File: src/rtl/spi_burst_pkg.sv
// Shared types and constants for the SPI burst master: FSM state encoding,
// mode bit positions and width helpers.
package spi_burst_pkg;

    typedef enum logic [1:0] {
        ST_IDLE  = 2'd0,
        ST_LEAD  = 2'd1,
        ST_SHIFT = 2'd2,
        ST_TRAIL = 2'd3
    } spi_state_e;

    localparam int MODE_CPOL = 1;
    localparam int MODE_CPHA = 0;

    function automatic int ptr_w(input int depth);
        return $clog2(depth) + 1;
    endfunction

    // A single slave still needs a 1-bit select port.
    function automatic int sel_w(input int n);
        return (n > 1) ? $clog2(n) : 1;
    endfunction

endpackage

File: src/rtl/spi_sync_fifo.sv
// Synchronous first-word-fall-through FIFO with one extra pointer bit for
// full/empty. A push on a full FIFO is taken only when a pop happens in the same cycle.
module spi_sync_fifo
    import spi_burst_pkg::*;
#(
    parameter int WIDTH = 8,
    parameter int DEPTH = 4
) (
    input  logic             clk,
    input  logic             rst,
    input  logic             wr_en,
    input  logic [WIDTH-1:0] wr_data,
    output logic             full,
    input  logic             rd_en,
    output logic [WIDTH-1:0] rd_data,
    output logic             empty
);

    localparam int PW = ptr_w(DEPTH);
    localparam int AW = PW - 1;

    logic [WIDTH-1:0] r_mem [DEPTH];
    logic [PW-1:0]    r_wr_ptr;
    logic [PW-1:0]    r_rd_ptr;
    logic             w_push;
    logic             w_pop;

    assign empty   = (r_wr_ptr == r_rd_ptr);
    assign full    = (r_wr_ptr[AW] != r_rd_ptr[AW]) &&
                     (r_wr_ptr[AW-1:0] == r_rd_ptr[AW-1:0]);
    assign w_pop   = rd_en && !empty;
    assign w_push  = wr_en && (!full || w_pop);
    assign rd_data = r_mem[r_rd_ptr[AW-1:0]];

    always_ff @(posedge clk) begin
        if (rst) begin
            r_wr_ptr <= '0;
            r_rd_ptr <= '0;
        end else begin
            if (w_push) r_wr_ptr <= r_wr_ptr + PW'(1);
            if (w_pop)  r_rd_ptr <= r_rd_ptr + PW'(1);
        end
    end

    always_ff @(posedge clk) begin
        if (w_push) r_mem[r_wr_ptr[AW-1:0]] <= wr_data;
    end

endmodule

File: src/rtl/spi_burst_master.sv
// SPI master streaming words from a TX FIFO into bursts under one slave select.
// Optional SPI_BURST_LOOPBACK_EN adds a loopback input (mosi -> sampler, ss_n held high).
//
// state | meaning
// IDLE  | no frame, ss_n all high, waiting for TX data
// LEAD  | slave selected, one half-period before the first sck edge
// SHIFT | 2*WORD_LEN sck half-periods, one word shifted out and in
// TRAIL | after a word: chain the next word or release ss_n after a half-period
module spi_burst_master
    import spi_burst_pkg::*;
#(
    parameter int WORD_LEN   = 8,
    parameter int FIFO_DEPTH = 4,
    parameter int NUM_CS     = 2,
    parameter int DIV_W      = 8
) (
    input  logic                     clk,
    input  logic                     rst,
    input  logic [WORD_LEN-1:0]      tx_data,
    input  logic                     tx_valid,
    output logic                     tx_ready,
    output logic [WORD_LEN-1:0]      rx_data,
    output logic                     rx_valid,
    input  logic                     rx_ready,
    input  logic [sel_w(NUM_CS)-1:0] cs_sel,
    input  logic [DIV_W-1:0]         prescaler,
    input  logic [1:0]               mode,
    input  logic                     lsbfirst,
    input  logic                     ovf_clr,
    output logic                     busy,
    output logic                     rx_overflow,
    output logic                     sck,
    output logic                     mosi,
    input  logic                     miso,
`ifdef SPI_BURST_LOOPBACK_EN
    input  logic                     loopback,
`endif
    output logic [NUM_CS-1:0]        ss_n
);

    localparam int CSW  = sel_w(NUM_CS);
    localparam int EC_W = $clog2(2 * WORD_LEN);

    spi_state_e          r_state;
    logic [CSW-1:0]      r_cs;
    logic [DIV_W-1:0]    r_presc;
    logic [DIV_W-1:0]    r_hp_cnt;
    logic [1:0]          r_mode;
    logic                r_lsb;
    logic [WORD_LEN-1:0] r_tx_sr;
    logic [WORD_LEN-1:0] r_rx_sr;
    logic [EC_W-1:0]     r_edge_cnt;
    logic                r_lead;
    logic                r_rx_push;
    logic                r_ovf;
    logic                r_sck;
    logic                r_mosi;
    logic [NUM_CS-1:0]   r_ss_n;
`ifdef SPI_BURST_LOOPBACK_EN
    logic                r_lpbk;
`endif

    logic                w_tx_push;
    logic                w_tx_pop;
    logic                w_tx_full;
    logic                w_tx_empty;
    logic [WORD_LEN-1:0] w_tx_head;
    logic                w_rx_full;
    logic                w_rx_empty;
    logic                w_hp_tick;
    logic                w_cpha;
    logic                w_edge;
    logic                w_sample_edge;
    logic                w_update_edge;
    logic                w_rx_bit;
    logic                w_load_lsb;
    logic                w_head_bit;
    logic [WORD_LEN-1:0] w_head_shift;
    logic                w_out_bit;
    logic [WORD_LEN-1:0] w_sr_next;
    logic [NUM_CS-1:0]   w_ss_sel;
    logic [NUM_CS-1:0]   w_ss_start;

    assign w_tx_push = tx_valid && !w_tx_full;
    assign w_tx_pop  = ((r_state == ST_LEAD) && w_hp_tick) ||
                       ((r_state == ST_TRAIL) && !w_tx_empty);

    spi_sync_fifo #(.WIDTH(WORD_LEN), .DEPTH(FIFO_DEPTH)) u_tx_fifo (
        .clk     (clk),
        .rst     (rst),
        .wr_en   (w_tx_push),
        .wr_data (tx_data),
        .full    (w_tx_full),
        .rd_en   (w_tx_pop),
        .rd_data (w_tx_head),
        .empty   (w_tx_empty)
    );

    spi_sync_fifo #(.WIDTH(WORD_LEN), .DEPTH(FIFO_DEPTH)) u_rx_fifo (
        .clk     (clk),
        .rst     (rst),
        .wr_en   (r_rx_push),
        .wr_data (r_rx_sr),
        .full    (w_rx_full),
        .rd_en   (rx_ready),
        .rd_data (rx_data),
        .empty   (w_rx_empty)
    );

    assign tx_ready    = !w_tx_full;
    assign rx_valid    = !w_rx_empty;
    assign busy        = (r_state != ST_IDLE);
    assign rx_overflow = r_ovf;
    assign sck         = r_sck;
    assign mosi        = r_mosi;
    assign ss_n        = r_ss_n;

    assign w_hp_tick = (r_hp_cnt == '0);
    assign w_cpha    = r_mode[MODE_CPHA];
    assign w_edge    = (r_state == ST_SHIFT) && w_hp_tick;
    // r_lead marks the first edge of each bit; CPHA picks which edge samples.
    assign w_sample_edge = w_edge && (r_lead ^ w_cpha);
    assign w_update_edge = w_edge && !(r_lead ^ w_cpha) && (r_edge_cnt != '0);

    assign w_load_lsb   = (r_state == ST_IDLE) ? lsbfirst : r_lsb;
    assign w_head_bit   = w_load_lsb ? w_tx_head[0] : w_tx_head[WORD_LEN-1];
    assign w_head_shift = w_load_lsb ? (w_tx_head >> 1) : (w_tx_head << 1);
    assign w_out_bit    = r_lsb ? r_tx_sr[0] : r_tx_sr[WORD_LEN-1];
    assign w_sr_next    = r_lsb ? (r_tx_sr >> 1) : (r_tx_sr << 1);

`ifdef SPI_BURST_LOOPBACK_EN
    assign w_rx_bit   = r_lpbk ? r_mosi : miso;
    assign w_ss_start = loopback ? '1 : w_ss_sel;
`else
    assign w_rx_bit   = miso;
    assign w_ss_start = w_ss_sel;
`endif

    always_comb begin
        w_ss_sel = '1;
        for (int i = 0; i < NUM_CS; i++)
            if (cs_sel == CSW'(i)) w_ss_sel[i] = 1'b0;
    end

    always_ff @(posedge clk) begin
        if (rst) begin
            r_state    <= ST_IDLE;
            r_cs       <= '0;
            r_presc    <= '0;
            r_hp_cnt   <= '0;
            r_mode     <= '0;
            r_lsb      <= 1'b0;
            r_tx_sr    <= '0;
            r_rx_sr    <= '0;
            r_edge_cnt <= '0;
            r_lead     <= 1'b1;
            r_rx_push  <= 1'b0;
            r_ovf      <= 1'b0;
            r_sck      <= 1'b0;
            r_mosi     <= 1'b1;
            r_ss_n     <= '1;
`ifdef SPI_BURST_LOOPBACK_EN
            r_lpbk     <= 1'b0;
`endif
        end else begin
            r_rx_push <= 1'b0;
            // A word landing in a full RX FIFO with no pop is lost; set wins over clear.
            if (r_rx_push && w_rx_full && !rx_ready) r_ovf <= 1'b1;
            else if (ovf_clr)                        r_ovf <= 1'b0;

            case (r_state)
                ST_IDLE: begin
                    r_sck  <= r_mode[MODE_CPOL];
                    r_mosi <= 1'b1;
                    r_ss_n <= '1;
                    if (!w_tx_empty) begin
                        r_state  <= ST_LEAD;
                        r_cs     <= cs_sel;
                        r_presc  <= prescaler;
                        r_mode   <= mode;
                        r_lsb    <= lsbfirst;
                        r_hp_cnt <= prescaler;
                        r_sck    <= mode[MODE_CPOL];
                        r_ss_n   <= w_ss_start;
`ifdef SPI_BURST_LOOPBACK_EN
                        r_lpbk   <= loopback;
`endif
                        if (mode[MODE_CPHA]) begin
                            r_tx_sr <= w_tx_head;
                        end else begin
                            r_tx_sr <= w_head_shift;
                            r_mosi  <= w_head_bit;
                        end
                    end
                end
                ST_LEAD: begin
                    if (w_hp_tick) begin
                        r_state    <= ST_SHIFT;
                        r_hp_cnt   <= r_presc;
                        r_edge_cnt <= EC_W'(2 * WORD_LEN - 1);
                        r_lead     <= 1'b1;
                    end else begin
                        r_hp_cnt <= r_hp_cnt - DIV_W'(1);
                    end
                end
                ST_SHIFT: begin
                    if (w_hp_tick) begin
                        r_sck    <= ~r_sck;
                        r_lead   <= ~r_lead;
                        r_hp_cnt <= r_presc;
                        if (w_sample_edge)
                            r_rx_sr <= r_lsb ? {w_rx_bit, r_rx_sr[WORD_LEN-1:1]}
                                             : {r_rx_sr[WORD_LEN-2:0], w_rx_bit};
                        if (w_update_edge) begin
                            r_mosi  <= w_out_bit;
                            r_tx_sr <= w_sr_next;
                        end
                        if (r_edge_cnt == '0) begin
                            r_state   <= ST_TRAIL;
                            r_rx_push <= 1'b1;
                        end else begin
                            r_edge_cnt <= r_edge_cnt - EC_W'(1);
                        end
                    end else begin
                        r_hp_cnt <= r_hp_cnt - DIV_W'(1);
                    end
                end
                ST_TRAIL: begin
                    if (!w_tx_empty) begin
                        r_state    <= ST_SHIFT;
                        r_hp_cnt   <= r_presc;
                        r_edge_cnt <= EC_W'(2 * WORD_LEN - 1);
                        r_lead     <= 1'b1;
                        if (w_cpha) begin
                            r_tx_sr <= w_tx_head;
                        end else begin
                            r_tx_sr <= w_head_shift;
                            r_mosi  <= w_head_bit;
                        end
                    end else if (w_hp_tick) begin
                        r_state <= ST_IDLE;
                        r_ss_n  <= '1;
                        r_mosi  <= 1'b1;
                    end else begin
                        r_hp_cnt <= r_hp_cnt - DIV_W'(1);
                    end
                end
                default: r_state <= ST_IDLE;
            endcase
        end
    end

endmodule

File: config.mk
export PLATFORM = sky130hd
export DESIGN_NAME = spi_burst_master
export DESIGN_NICKNAME = d
export VERILOG_FILES = /design/src/rtl/spi_burst_pkg.sv /design/src/rtl/spi_sync_fifo.sv /design/src/rtl/spi_burst_master.sv
export SDC_FILE = /design/constraint.sdc
export NUM_CORES = 1
export LEC_CHECK = 0
export CORE_MARGIN = 2
export CORE_UTILIZATION = 53
export DETAILED_ROUTE_END_ITERATION = 10
export PLACE_DENSITY_LB_ADDON = 0.25
export SKIP_LAST_GASP = 1
export SLEW_MARGIN = 15
export SYNTH_ARGS = -nofsm -noshare
export SYNTH_HDL_FRONTEND = slang
export SYNTH_SLANG_ARGS = --single-unit
File: constraint.sdc
create_clock -name clk -period 2 [get_ports clk]
set_input_delay 0.5 -clock clk [delete_from_list [all_inputs] [get_ports clk]]
set_output_delay 0.5 -clock clk [all_outputs]
set_load 0.02 [all_outputs]
Figure 1. Cell sizes after repair.
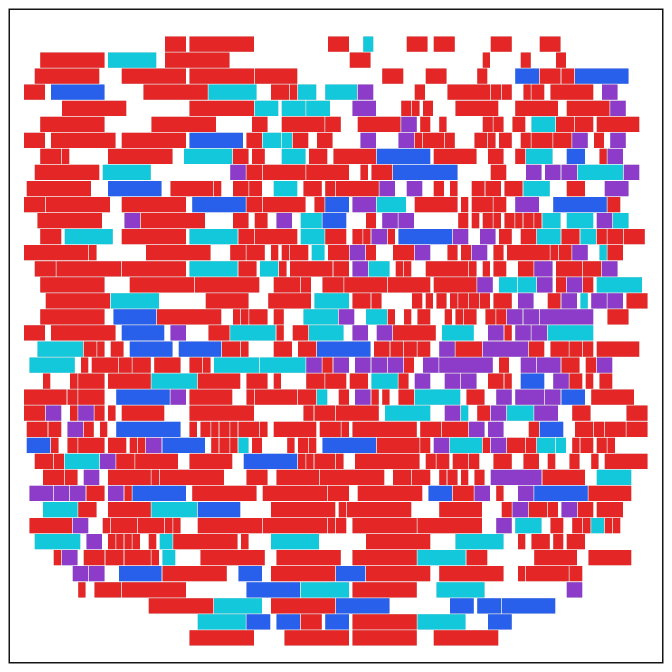
| color | size | cells |
|---|---|---|
| blue | drive 6 and up | 43 |
| purple | drive 3 to 4 | 102 |
| cyan | drive 2 | 77 |
| red | drive 1 or less | 451 |

Figure 2. Routed clock nets over the placement.
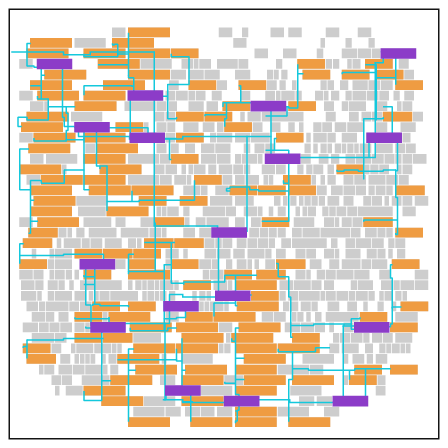
[orange] flip-flops | count: 128
[cyan] clock wires | length: 1570 µm
[purple] cells driving clock nets | count: 17
routed clock nets: 18

Figure 3. The clock network.
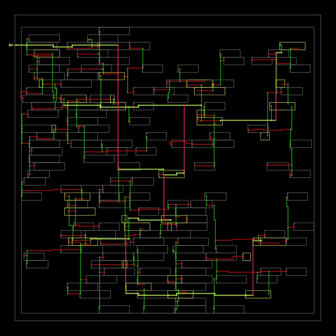
Flops: 128
clk sinks: 128

Figure 4. Cells colored by class.
Bar = 20 µm.
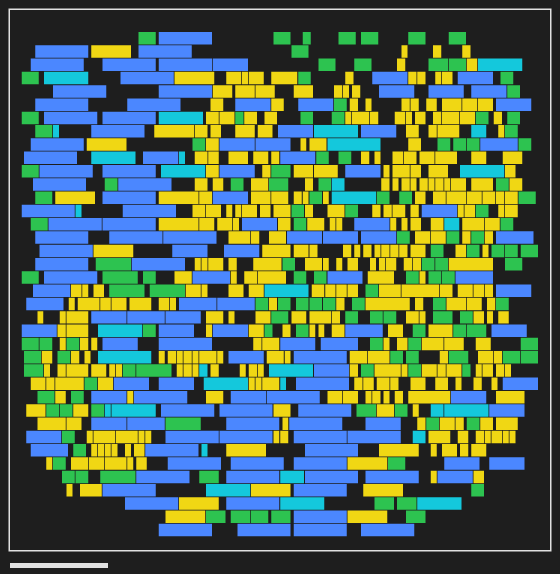
| color | class | cells | share of their area |
|---|---|---|---|
| cyan | clock drivers and dummy loads | 32 | 7.2% |
| yellow | all other logic | 373 | 36% |
| blue | flip-flops | 128 | 41% |
| green | other buffers and delay cells | 140 | 16% |

==> run summary <==
Setup bufs post-CTS: 5
Synth Warn #: 0
Slew @ Worst Pin: 739 ps
DIE HEIGHT: 110 µm
Req. time, crit path: 2300 ps
Max-cap viol count: 0
Fin worst setup slack: -107 ps
Cells after synthesis: 533
Hold_ws: 452 ps
Reg power frac: 0.300
Top power group: combinational cells
CTS tree: built
Final Cell Area: 0.00810 mm²
Fmax: 0.475 GHz
CP endpoint kind: flop
Dominant Register Cell: edfxtp_1
Final Max Slew Viols: 0
Clock network fraction of total power: 0.267
Fp_density: 0.550
Cell Type Count: 59
Clk slew on worst S/H paths: 50 ps
Average wire per standard cell: 18.2 µm
Residual DRC: 0
Simple-Gate Area Share: 0.126
I/O pin count: 42
Placed cells: 757
Largest cells by area: edfxtp_1 32%, dfxtp_1 21%, mux4_2 6.0%, ha_1 3.7%, nor2_1 3.2%
Total power: 11.1 mW
Filler instances: 724
DR WL met2: 7.57 mm
ANT nets after route: 0
Final setup violating endpoints: 22
Setup Skew: 4.91 ps
Combinational share of power: 0.433
Yosys reg bits: 128
Final Cycle Share: 1.05
Row cnt: 38
Most numerous logic cell after layout: buf_4
Slew margin rel.: 0.506
Cells in synth_stat.txt: 533
WS Path Type: reg -> reg
Leakage: 3.01 nW
Detail Placement HPWL: 9.69 mm
Vias/cell: 5.91
Longest Clk Path Bufs: 2
Number of synthesized flops with an enable pin: 64
CP max stage cell: or4_4
Clock group power: 2.96 mW
Post-layout util: 0.741
Outcome: complete, but fails checks
DIE AREA: 0.0122 mm²
GRT Overall Usage: 0.242
Violated checks: negative setup slack
Met3 Wirelength: 631 µm
[cell families (layout without fill, tap and decap cells)]
| kind of cell | after synthesis | count (layout) |
|---|---|---|
| muxes | 38 | 38 |
| and+or+nand+nor | 152 | 152 |
| DFF | 128 | 128 |
| buffers and inverters | 51 | 191 |
| AOI/OAI and AO/OA | 125 | 125 |
| xor gates and xnor gates | 21 | 21 |
| adders and majority gates | 18 | 18 |
[cell type report]
type                            count  area (µm²)  area share
Clock inverter                     10         113      0.0139
Tap cell                          140         175      0.0216
Sequential cell                   128        3220       0.398
Timing Repair Buffer              140        1260       0.155
Clock buffer                       22         454      0.0561
Inverter                           19        75.1     0.00927
Multi-Input combinational cell    354        2800       0.346
Power and IR drop assume default switching activity.
